## src/rtl/inst_seq_ctrl_pkg.sv

```systemverilog
// Shared definitions for the instruction sequencer: state encoding, NOP word
// and the default reset PC, used by the RTL, the tracer and the testbench.
package inst_seq_ctrl_pkg;

    typedef enum logic [2:0] {
        ST_FETCH = 3'd0,
        ST_WAIT  = 3'd1,
        ST_EXEC  = 3'd2,
        ST_WB    = 3'd3,
        ST_HALT  = 3'd4,
        ST_FAULT = 3'd5
    } seq_state_e;

    // Plain-vector aliases so the FSM register stays a legacy-friendly logic [2:0]
    localparam logic [2:0] S_FETCH = ST_FETCH;
    localparam logic [2:0] S_WAIT  = ST_WAIT;
    localparam logic [2:0] S_EXEC  = ST_EXEC;
    localparam logic [2:0] S_WB    = ST_WB;
    localparam logic [2:0] S_HALT  = ST_HALT;
    localparam logic [2:0] S_FAULT = ST_FAULT;

    localparam logic [31:0] NOP_INST         = 32'h0000_0013;
    localparam logic [31:0] DEFAULT_RESET_PC = 32'h8000_0000;

endpackage

```

## src/rtl/seq_timeout_cnt.sv

```systemverilog
// Saturating cycle counter for the fetch-response timeout; hit flags the cycle
// in which the count of enabled cycles (including the current one) reaches limit.
module seq_timeout_cnt #(
    parameter int W = 32
) (
    input  logic         clk,
    input  logic         rst,
    input  logic         clr,
    input  logic         en,
    input  logic [W-1:0] limit,
    output logic         hit
);

    logic [W-1:0] cnt;

    always_ff @(posedge clk) begin
        if (rst || clr) begin
            cnt <= '0;
        end else if (en && (cnt < limit)) begin
            cnt <= cnt + W'(1);
        end
    end

    // cnt holds the number of completed cycles, so the current cycle is cnt+1
    assign hit = (limit == '0) || (cnt >= (limit - W'(1)));

endmodule

```

## src/rtl/inst_seq_ctrl.sv

```systemverilog
// Multi-cycle instruction sequencer: fetch, wait for memory response, execute,
// write back, with a response timeout and terminal HALT/FAULT states.
module inst_seq_ctrl #(
    parameter logic [31:0] RESET_PC     = inst_seq_ctrl_pkg::DEFAULT_RESET_PC,
    parameter int unsigned RESP_TIMEOUT = 255
) (
    input  logic        clk,
    input  logic        rst,
    output logic        imem_req_valid,
    input  logic        imem_req_ready,
    output logic [31:0] imem_addr,
    input  logic        imem_resp_valid,
    input  logic [31:0] imem_resp_data,
    output logic [31:0] inst,
    output logic [31:0] pc,
    input  logic        exu_done,
    input  logic        branch_taken,
    input  logic [31:0] branch_target,
    input  logic        halt_req,
    output logic        reg_wen,
    output logic [2:0]  state,
    output logic        halted,
    output logic        fault,
    output logic [31:0] instret
);

    import inst_seq_ctrl_pkg::*;

    localparam logic [31:0] TO_LIMIT = 32'(RESP_TIMEOUT);

    logic        br_taken_q;
    logic [31:0] br_target_q;
    logic        halt_q;
    logic        to_hit;
    logic        misalign;

    seq_timeout_cnt #(
        .W(32)
    ) u_timeout (
        .clk   (clk),
        .rst   (rst),
        .clr   (state == S_FETCH),
        .en    (state == S_WAIT),
        .limit (TO_LIMIT),
        .hit   (to_hit)
    );

    // A taken branch to a non-word-aligned target cannot be fetched
    assign misalign = br_taken_q && (br_target_q[1:0] != 2'b00);

    always_ff @(posedge clk) begin
        if (rst) begin
            state       <= S_FETCH;
            pc          <= RESET_PC;
            inst        <= NOP_INST;
            instret     <= '0;
            br_taken_q  <= 1'b0;
            br_target_q <= '0;
            halt_q      <= 1'b0;
        end else begin
            case (state)
                S_FETCH: begin
                    if (imem_req_ready) begin
                        state <= S_WAIT;
                    end
                end
                S_WAIT: begin
                    // A response in the timeout cycle still wins over FAULT
                    if (imem_resp_valid) begin
                        inst  <= imem_resp_data;
                        state <= S_EXEC;
                    end else if (to_hit) begin
                        state <= S_FAULT;
                    end
                end
                S_EXEC: begin
                    if (exu_done) begin
                        br_taken_q  <= branch_taken;
                        br_target_q <= branch_target;
                        halt_q      <= halt_req;
                        state       <= S_WB;
                    end
                end
                S_WB: begin
                    instret <= instret + 32'd1;
                    if (misalign) begin
                        state <= S_FAULT;
                    end else begin
                        pc    <= br_taken_q ? br_target_q : (pc + 32'd4);
                        state <= halt_q ? S_HALT : S_FETCH;
                    end
                end
                S_HALT:  state <= S_HALT;
                S_FAULT: state <= S_FAULT;
                default: state <= S_FAULT;
            endcase
        end
    end

    assign imem_req_valid = (state == S_FETCH);
    assign imem_addr      = pc;
    assign reg_wen        = (state == S_WB);
    assign halted         = (state == S_HALT);
    assign fault          = (state == S_FAULT);

endmodule
```

## config.mk

```make
export PLATFORM = sky130hd
export DESIGN_NAME = inst_seq_ctrl
export DESIGN_NICKNAME = d
export VERILOG_FILES = /design/src/rtl/inst_seq_ctrl_pkg.sv /design/src/rtl/seq_timeout_cnt.sv /design/src/rtl/inst_seq_ctrl.sv
export SDC_FILE = /design/constraint.sdc
export NUM_CORES = 1
export LEC_CHECK = 0
export CAP_MARGIN = 20
export CORE_ASPECT_RATIO = 0.75
export CORE_UTILIZATION = 48
export DETAILED_ROUTE_END_ITERATION = 7
export PLACE_DENSITY = 0.82
export SLEW_MARGIN = 20
export SYNTH_ARGS = -nofsm -noshare
export SYNTH_HDL_FRONTEND = slang
export SYNTH_SLANG_ARGS = --single-unit
```

## constraint.sdc

```tcl
create_clock -name clk -period 2.55 [get_ports clk]
set_clock_uncertainty 0.05 [all_clocks]
set_input_delay 0.51 -clock clk [delete_from_list [all_inputs] [get_ports clk]]
set_output_delay 0.51 -clock clk [all_outputs]
set_load 0.1 [all_outputs]
```

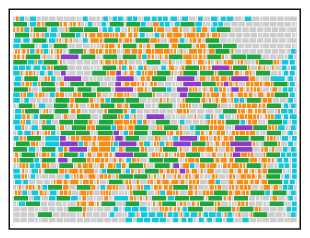
*Cells coloured by class*
Scale: 2 px per µm. Fill, decap, tap and diode cells in grey.
- orange: all other logic (cells 657)
- cyan: other buffers and delay cells (cells 230)
- green: flip-flops (cells 165)
- purple: clock drivers and dummy loads (cells 32)

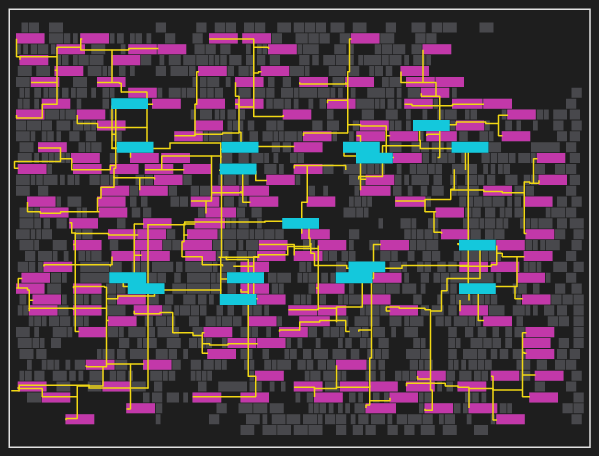
*Clock distribution*
Scale: 4 px per µm.
- yellow: clock wires (length 1,890 µm)
- magenta: flip-flops (count 165)
- cyan: cells driving clock nets (count 17)
- routed clock nets: 18
- flops lie: all over the die

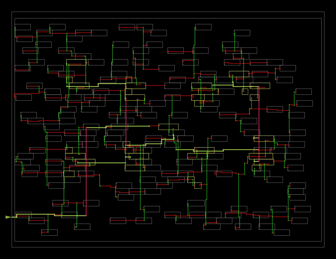
*Clock wiring as the flow saved it*
power in the clock group: 2.58 mW
Num CTS Buffers: 17

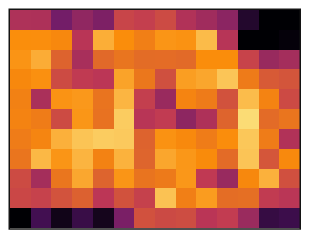
*Placement density heat map*
Scale: 2 px per µm. 14 x 11 tiles, from black (low) to pale yellow (high), 0 to 100% covered.
- emptiest ninth of the die: top right
- mean over tiles: 60%
- nearly empty tiles: 3.9%
- fullest tile: 92%
- tiles over 75% full: 28%

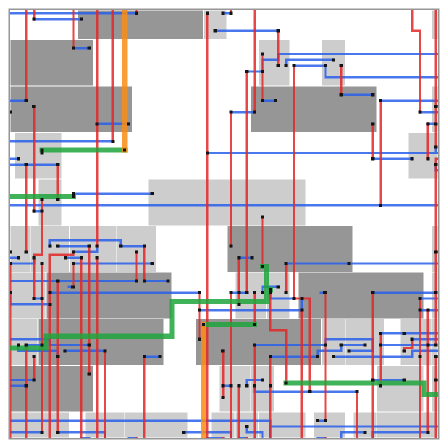
*Zoomed window*
Window x 60 to 85, y 42 to 67 µm. Cells in grey, sequential cells in the stronger grey; small squares are vias.
- green: met3
- red: met2
- orange: met4
- blue: met1
- sequential cells in the window: 10
- most frequent: dfxtp_1 (10), nand2_1 (7), a21oi_1 (5)
- cells with their middle in the window: 38
- netlist names of flops here include: br_target_q (5), instret (3), u_timeout.cnt (2)

==> run notes <==
Entry: Yosys synthesis followed by OpenROAD place and route.

Outcome:
- The flow ran to the end, and the final reports show no timing, DRC or antenna violations.

Layout:
- Per the cell usage report, the commonest logic cells after layout are nand2_1, buf_4, dfxtp_1, a21oi_1, clkdlybuf4s50_1.
- After the flow finishes, the layout carries non-filler instances totaling 1,284.
- The run gives the antenna diode instance count as 0.
- The run gives the most used logic cell in the final layout as nand2_1.
- With fillers left out, the area of the finished cells amounts to 9731 µm².
- The run gives the share of post-route cells with drive strength above 1 as 21.31%.

Timing:
- The run gives the worst slack on hold paths as 0.4032 ns.
- The run gives the number of slew-limit violations in the final report as 0.
- The run puts the final setup TNS at 0 ns.
- The run puts the final clock period utilization by the worst path at 87.04%.
- The run puts the tightest slew margin relative to the limit at 56.62%.
- The run puts the highest clock frequency the design can meet at 450.6 MHz.
- The run puts the slew at the pin with the worst max-slew slack at 0.6483 ns.
- After layout, the worst setup slack is 0.3305 ns.
- Setup repair after global routing left no endpoint under its margin.

Power:
- The run puts the worst voltage drop across the vdd grid at 0.4395 mV.
- The run puts the sequential power at 2.71 mW.
- The run gives the internal cell power as 4.385 mW.
- The share of total power dissipated in combinational logic is 17.8%.
- The run gives the switching part of the total power as 31.89%.
- The run puts the net switching power figure at 2.053 mW.
- Ranked by power, first place goes to registers.
- The run puts the post-route total power at 6.438 mW.

Yosys:
- The run gives the average cell area after synthesis as 8.067 µm².
- Yosys printed 0 warnings.
- In the Yosys report the total cell count is 910.
- The run gives the count of unique library cells instantiated by Yosys as 55.
- The run puts the number of standard cells after synthesis at 910.
- The run puts the synthesized flop and latch total at 165.
- The run puts the number of flops mapped to enable cells by yosys at 0.
- For this run, the chip area from Yosys synthesis comes to 7341 µm².
- When the netlist entered floorplanning its net count stood at 985.
- The run puts the sequential-to-total area share from yosys stat at 45.00%.
- The run gives the async set-or-reset flop fraction in the synthesized netlist as 0%.
- Per the synth stats, the flop cell with the highest instance count is dfxtp_1.
- The cell area that synthesis handed to floorplanning was 7341 µm².

Hold path:
- The worst hold path passes through 2 cells.
- In this run the worst hold path is classified as reg2reg.
- Looking at hold timing, the worst path starts from inst[19].
- Hold analysis lists the worst path endpoint as inst[19].

Floorplan:
- At the floorplan stage, the core utilization is reported as 49.97%.
- The run puts the number of rows created at floorplan at 38.
- The run gives the number of primary I/O pins as 206.
- The run gives the chip height as 109.1 µm.
- The run puts the die area at 15,800 µm².
- The run gives the die width as 144.8 µm.
- The run puts the core area at 14,690 µm².

Detailed routing:
- The run gives the final routed wirelength across all metal layers as 19,420 µm.
- The count of nets left with antenna violations once routing finished came out at 0.
- The run puts the via total after detailed routing at 6,911.
- The run gives the DRC marker count from the first detailed-route iteration as 490.
- Dividing the detail-routed via count by the number of cells gives 5.382.
- The run gives the number of detailed-route iterations in the first pass as 5.
- The run puts the average wire per cell in the routed design at 15.13 µm.

Setup path:
- The worst register-to-register path begins at instret[0].
- The run gives the end point of the critical path as instret[26].
- The worst register-to-register path ends at instret[26].
- The data required time reported for the critical path is 2.80 ns.
- The run gives the data arrival at the endpoint of the critical path as 2.47 ns.
- The run gives the category of the worst setup path launch point as a flop.
- In this run the worst path has a maximum fanout of 13.
- The worst register-to-register path has a setup slack of 0.33 ns.
- For reference, the critical path is launched at instret[0].

CTS:
- Per the CTS log, the root buffer master is clkbuf_16.
- The run gives the number of H-tree levels as 4.
- The tree built by TritonCTS fans out to 165 sinks.
- The run puts the hold buffer count at cts at 0.
- The run gives the insertion delay to the later sink of the worst-skew pair as 0.42 ns.
- The run puts the register clock-pin slew on the reported worst setup and hold paths at 0.07 ns.
- The run gives the clock tree from TritonCTS as yes.
- Per the CTS log, the buffer count on the longest clock path is 2.
- Once the clock tree was built, the setup fixing pass inserted 0 buffers.

Job:
- The run gives the OpenROAD warning count as 27.

Placement:
- The run gives the final HPWL from detailed placement as 13,630 µm.
- The run puts the number of buffer cells added on primary ports at 205.
- The run gives the worst-case setup slack after placement as 0.3159 ns.
- Once placement finished, the instance area stood at 9134 µm².

GRT:
- The run puts the maximum number of pins on one net before global-route repair at 75.
- Summed over all layers, the global routing overflow is 0.
- The run gives the highest-utilization routing layer at the global route stage as met2.
- The run puts the wire length of the first global-routing pass at 31,180 µm.
- The run gives the met2 layer usage reported by global route as 40.18%.
- The run puts the met1 global-route usage at 33.24%.
- The run gives the global routing met3 resource utilization as 7.466%.
==> per-layer routing <==
layer  wire (µm)  part of all wire [%]
met5           0                     0
met4         204                   1.1
met3        1775                   9.1
met2        8874                    46
met1        8567                    44
==> cells in the mapped netlist, drive strengths merged, types with 3 or more instances <==
master	count	area share, %
dfxtp	165	45
clkbuf	50	2.6
inv	22	1.1
or4	3	0.31
nand3b	4	0.41
ha	4	0.68
nor3b	5	0.51
a31oi	5	0.43
and2	27	2.3
a31o	4	0.48
nand4	18	1.5
mux2i	11	1.5
o21a	3	0.31
a21oi	96	6.5
buf	38	3.7
and4	10	1.2
xnor2	29	3.5
a211oi	3	0.31
or3	10	0.85
nor3	29	2.0
nand3	26	1.8
nor2	61	3.1
or2	7	0.60
a221oi	7	0.84
a2111oi	4	0.48
a22oi	3	0.31
o21ai	16	1.1
and3	9	0.77
o22ai	6	0.51
nand2	182	9.3
nor4	30	3.2
==> final cells by class <==
cell class,instances,area (µm²)
inverter,22,82.58
multi-input combinational,635,3533
fill,1198,4961
clock buffer,18,439.2
tap,200,250.2
timing repair buffer,230,1949
clock inverter,14,157.7
sequential,165,3318
==> cell families (layout without fill, tap and decap cells) <==
logic type	after synthesis	in the layout	synth area share (%)
AND-OR/OR-AND	160	160	12.82
adder cells (fa/ha/maj)	4	4	0.6818
buffers and inverters	110	284	7.363
flip-flops	165	165	45.00
XOR/XNOR	31	31	3.699
multiplexers	12	12	1.653
AND/OR/NAND/NOR	428	428	28.79
==> critical path: stages, from the launching register on <==
cell and delay, ns:
dfxtp_2 0.37, ha_1 0.15, nand4b_1 0.17, or4_1 0.74, nor4_1 0.41, xnor2_1 0.16
nor2_1 0.06
Power and IR drop assume default switching activity.
